**config.mk**
```make
export PLATFORM = sky130hd
export DESIGN_NAME = bin2bcd_seq_flat
export DESIGN_NICKNAME = d
export VERILOG_FILES = /design/src/rtl/bin2bcd_seq_pkg.sv /design/src/rtl/bin2bcd_seq_if.sv /design/src/rtl/bin2bcd_seq_bcd_digit_adj.sv /design/src/rtl/bin2bcd_seq.sv /design/src/flat_wrapper.sv
export SDC_FILE = /design/constraint.sdc
export NUM_CORES = 1
export LEC_CHECK = 0
export CELL_PAD_IN_SITES_DETAIL_PLACEMENT = 2
export CELL_PAD_IN_SITES_GLOBAL_PLACEMENT = 2
export CORE_MARGIN = 3
export CORE_UTILIZATION = 29
export CTS_CLUSTER_DIAMETER = 150
export DETAILED_ROUTE_END_ITERATION = 8
export PLACE_DENSITY = 0.78
export SLEW_MARGIN = 20
export SYNTH_ARGS = -nofsm -noshare
export SYNTH_HDL_FRONTEND = slang
export SYNTH_SLANG_ARGS = --single-unit
```
**constraint.sdc**
```tcl
create_clock -name clk -period 2 [get_ports clk]
set_input_delay 0.5 -clock clk [delete_from_list [all_inputs] [get_ports clk]]
set_output_delay 0.5 -clock clk [all_outputs]
set_load 0.005 [all_outputs]
```
**src/rtl/bin2bcd_seq_pkg.sv**
```systemverilog
// Shared definitions for the sequential binary-to-BCD converter.
//   state_e   : controller state encoding (idle, shifting, result cycle)
//   DefBinW   : default binary input width
//   DefDigits : default number of packed BCD output digits
//   AddThresh : digit value at or above which the double-dabble correction applies
//   AddVal    : correction added to such a digit before each shift
package bin2bcd_seq_pkg;

    typedef enum logic [1:0] {
        StIdle  = 2'd0,
        StShift = 2'd1,
        StDone  = 2'd2
    } state_e;

    localparam int unsigned DefBinW   = 32;
    localparam int unsigned DefDigits = 8;

    localparam logic [3:0] AddThresh = 4'd5;
    localparam logic [3:0] AddVal    = 4'd3;

endpackage

```
**src/rtl/bin2bcd_seq_if.sv**
```systemverilog
// Request/result bundle between a requester and the converter.
//   start    : conversion request (requester -> converter)
//   bin      : unsigned binary operand
//   dp_in    : decimal-point pattern travelling alongside the operand
//   busy     : conversion in progress
//   done     : one-cycle pulse, results freshly loaded
//   bcd      : packed BCD result, digit k at [4k+3:4k]
//   dp_out   : dp_in captured with the operand
//   overflow : operand did not fit in DIGITS decimal digits
interface bin2bcd_seq_if
    import bin2bcd_seq_pkg::*;
#(
    parameter int unsigned BIN_W  = DefBinW,
    parameter int unsigned DIGITS = DefDigits
) ();

    logic                  start;
    logic [BIN_W-1:0]      bin;
    logic [DIGITS-1:0]     dp_in;
    logic                  busy;
    logic                  done;
    logic [4*DIGITS-1:0]   bcd;
    logic [DIGITS-1:0]     dp_out;
    logic                  overflow;

    modport master (
        output start, bin, dp_in,
        input  busy, done, bcd, dp_out, overflow
    );

    modport slave (
        input  start, bin, dp_in,
        output busy, done, bcd, dp_out, overflow
    );

endinterface

```
**src/rtl/bin2bcd_seq_bcd_digit_adj.sv**
```systemverilog
// Double-dabble digit corrector: adds 3 to a BCD digit that is 5 or more, so that the
// following left shift carries correctly into the next decimal digit.
//   digit_i : accumulator digit before the shift
//   digit_o : corrected digit
module bcd_digit_adj
    import bin2bcd_seq_pkg::*;
(
    input  logic [3:0] digit_i,
    output logic [3:0] digit_o
);

    always_comb begin
        digit_o = digit_i;
        if (digit_i >= AddThresh) begin
            digit_o = digit_i + AddVal;
        end
    end

endmodule

```
**src/rtl/bin2bcd_seq.sv**
```systemverilog
// Sequential binary-to-BCD converter (double dabble, one bit per cycle).
//   clk   : clock, all state on the rising edge
//   reset : synchronous active-high reset
//   bus   : request/result bundle (slave side), see bin2bcd_seq_if
// A request accepted in idle takes BIN_W shift cycles followed by one result cycle.
// The accumulator carries two spare digits so any BIN_W-bit operand converts exactly;
// nonzero spare digits flag overflow and saturate the visible result to all nines.
module bin2bcd_seq
    import bin2bcd_seq_pkg::*;
#(
    parameter int unsigned BIN_W  = DefBinW,
    parameter int unsigned DIGITS = DefDigits
) (
    input  logic          clk,
    input  logic          reset,
    bin2bcd_seq_if.slave  bus
);

    localparam int unsigned AccDigits = DIGITS + 2;
    localparam int unsigned AccW      = 4 * AccDigits;
    localparam int unsigned OutW      = 4 * DIGITS;
    localparam int unsigned CntW      = $clog2(BIN_W + 1);
    localparam logic [CntW-1:0] LastCnt = CntW'(BIN_W - 1);

    state_e              state_q, state_d;
    logic [CntW-1:0]     cnt_q, cnt_d;
    logic [AccW-1:0]     acc_q, acc_d;
    logic [BIN_W-1:0]    op_q, op_d;
    logic [DIGITS-1:0]   dp_cap_q, dp_cap_d;
    logic [OutW-1:0]     bcd_q, bcd_d;
    logic [DIGITS-1:0]   dp_out_q, dp_out_d;
    logic                ovf_q, ovf_d;

    logic [AccW-1:0]     acc_adj;
    logic [AccW-1:0]     acc_shift;
    logic                ovf_next;

    for (genvar g = 0; g < AccDigits; g++) begin : g_adj
        bcd_digit_adj u_adj (
            .digit_i (acc_q[4*g +: 4]),
            .digit_o (acc_adj[4*g +: 4])
        );
    end

    // Operand MSB shifts into the accumulator LSB.
    assign acc_shift = {acc_adj[AccW-2:0], op_q[BIN_W-1]};
    assign ovf_next  = |acc_shift[AccW-1:OutW];

    always_comb begin
        state_d  = state_q;
        cnt_d    = cnt_q;
        acc_d    = acc_q;
        op_d     = op_q;
        dp_cap_d = dp_cap_q;
        bcd_d    = bcd_q;
        dp_out_d = dp_out_q;
        ovf_d    = ovf_q;
        unique case (state_q)
            StIdle: begin
                if (bus.start) begin
                    state_d  = StShift;
                    op_d     = bus.bin;
                    dp_cap_d = bus.dp_in;
                    cnt_d    = '0;
                    acc_d    = '0;
                end
            end
            StShift: begin
                acc_d = acc_shift;
                op_d  = op_q << 1;
                cnt_d = cnt_q + 1'b1;
                if (cnt_q == LastCnt) begin
                    state_d  = StDone;
                    bcd_d    = ovf_next ? {DIGITS{4'h9}} : acc_shift[OutW-1:0];
                    dp_out_d = dp_cap_q;
                    ovf_d    = ovf_next;
                end
            end
            StDone: begin
                state_d = StIdle;
            end
            default: begin
                state_d = StIdle;
            end
        endcase
    end

    always_ff @(posedge clk) begin
        if (reset) begin
            state_q  <= StIdle;
            cnt_q    <= '0;
            acc_q    <= '0;
            op_q     <= '0;
            dp_cap_q <= '0;
            bcd_q    <= '0;
            dp_out_q <= '0;
            ovf_q    <= 1'b0;
        end else begin
            state_q  <= state_d;
            cnt_q    <= cnt_d;
            acc_q    <= acc_d;
            op_q     <= op_d;
            dp_cap_q <= dp_cap_d;
            bcd_q    <= bcd_d;
            dp_out_q <= dp_out_d;
            ovf_q    <= ovf_d;
        end
    end

    assign bus.busy     = (state_q != StIdle);
    assign bus.done     = (state_q == StDone);
    assign bus.bcd      = bcd_q;
    assign bus.dp_out   = dp_out_q;
    assign bus.overflow = ovf_q;

endmodule

```
**src/flat_wrapper.sv**
```systemverilog
// flat-port wrapper written by rule: the top's interface ports become plain ports
module bin2bcd_seq_flat import bin2bcd_seq_pkg::*;
#(
    parameter int unsigned BIN_W  = DefBinW,
    parameter int unsigned DIGITS = DefDigits
)
  (clk, reset, bus_start, bus_bin, bus_dp_in, bus_busy, bus_done, bus_bcd, bus_dp_out, bus_overflow);
  bin2bcd_seq_if #(.BIN_W(BIN_W), .DIGITS(DIGITS)) bus_i ();
  input  logic clk;
  input  logic reset;
  input wire logic [$bits(bus_i.start)-1:0] bus_start;
  input wire logic [$bits(bus_i.bin)-1:0] bus_bin;
  input wire logic [$bits(bus_i.dp_in)-1:0] bus_dp_in;
  output wire logic [$bits(bus_i.busy)-1:0] bus_busy;
  output wire logic [$bits(bus_i.done)-1:0] bus_done;
  output wire logic [$bits(bus_i.bcd)-1:0] bus_bcd;
  output wire logic [$bits(bus_i.dp_out)-1:0] bus_dp_out;
  output wire logic [$bits(bus_i.overflow)-1:0] bus_overflow;
  assign bus_i.start = bus_start;
  assign bus_i.bin = bus_bin;
  assign bus_i.dp_in = bus_dp_in;
  assign bus_busy = bus_i.busy;
  assign bus_done = bus_i.done;
  assign bus_bcd = bus_i.bcd;
  assign bus_dp_out = bus_i.dp_out;
  assign bus_overflow = bus_i.overflow;
  bin2bcd_seq #(.BIN_W(BIN_W), .DIGITS(DIGITS)) u_core (.clk(clk), .reset(reset), .bus(bus_i));
endmodule
```
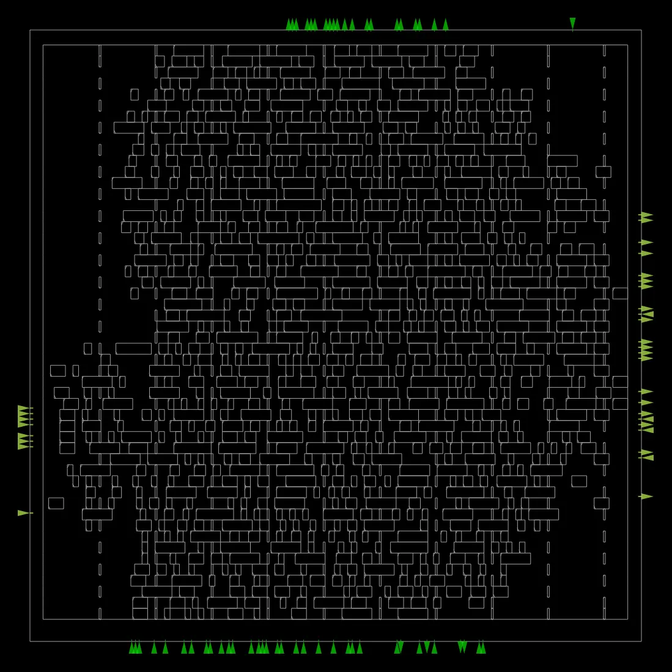
(cell outlines without signal wires)
count of standard-cell rows: 52
Layout Utilization: 41.08%
well-tap cell count: 270
flop share of the area: 31.17%
area of the core region: 0.02036 sq mm

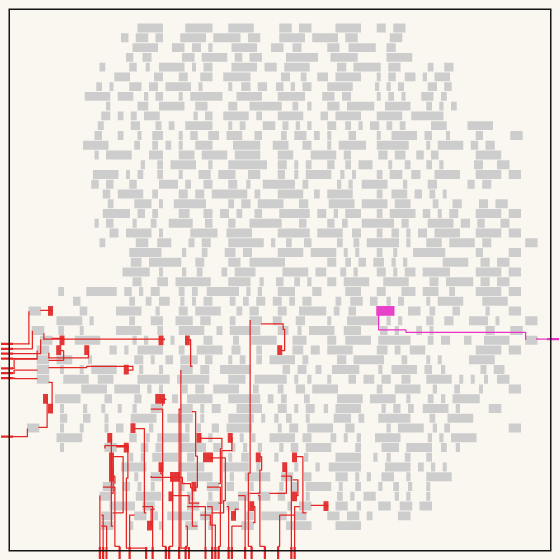
(wires at chosen ports, followed through buffers)
[red] bus_bin | bits: 32 | direction: input | end cells: 32 | buffers: 32 | wire: 1020 um
[magenta] bus_done | bits: 1 | direction: output | end cells: 1 | buffers: 1 | wire: 51.4 um

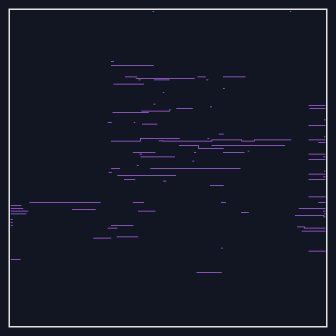
(M3 wires)
share of all routed wire: 3.0%
wire length on this layer: 708 um
longest straight run: 42.8 um

==> run notes <==
The flow ran to the end, but the final reports show violations. The checks that failed: setup timing. The run gives 0.535 mW for the power in combinational cells. Including well taps, the total number of placed cells is 1070.

The tools report the sequential-to-total area share from yosys stat as 42.61%. The biggest area consumer among synthesized cells is dfxtp_1. Total power normalized to cell area comes to 762.6 mW/mm^2. In the hold timing report, the worst path depth is 2.

The power group with the highest consumption is the clock network. The buffer count excluding the clock tree in the final layout works out to 125. The tools report the startpoint of the most critical register-to-register path as u_core.acc_q[36].

With the largest buffer count on any clock path at 2, the synthesized area is 0.006061 sq mm. The final worst-path setup slack was -0.1207 ns. Per the layout report, the design carries 2175 filler cells. The starting density of the core came out at 29.76%. Across the whole layout, storage elements account for 0.002608 sq mm. The first global-routing pass estimated 34010 um of wire.

The critical path starts at u_core.acc_q[36]. Setup violations remaining at the end of the flow were counted as 21. After layout the signal buffers, clock cells excluded, come to 14.72% of cell area.

On the reported timing paths, the clock transition at the registers reads 0.06 ns. The timing report shows the most common cell along the critical path to be a2111oi_4. The power report lists the clock group at 3.15 mW.
==> flip-flops by register name (all words and copies together), names as in the netlist <==
register,flops
u_core.cnt_q,6
u_core.bus.overflow,1
u_core.bus.dp_out,8
u_core.acc_q,40
u_core.state_q,2
u_core.op_q,32
u_core.bus.bcd,32
u_core.dp_cap_q,8
==> layer usage <==
metal / vias up / GRT usage [%]
li1: 2756 / -
met1: 2971 / 21.54
met2: 106 / 35.61
met3: 43 / 3.552
met4: 0 / 5.672
met5: - / 0
==> cells by family after synthesis <==
kind of cell,after synthesis,share of synthesized area (%)
DFF,129,42.61
buffers and inverters,78,5.264
muxes,9,1.507
and+or+nand+nor,321,25.68
AOI/OAI and AO/OA,173,19.16
xor gates and xnor gates,10,1.445
adders and majority gates,21,4.335
Power and IR drop assume default switching activity.
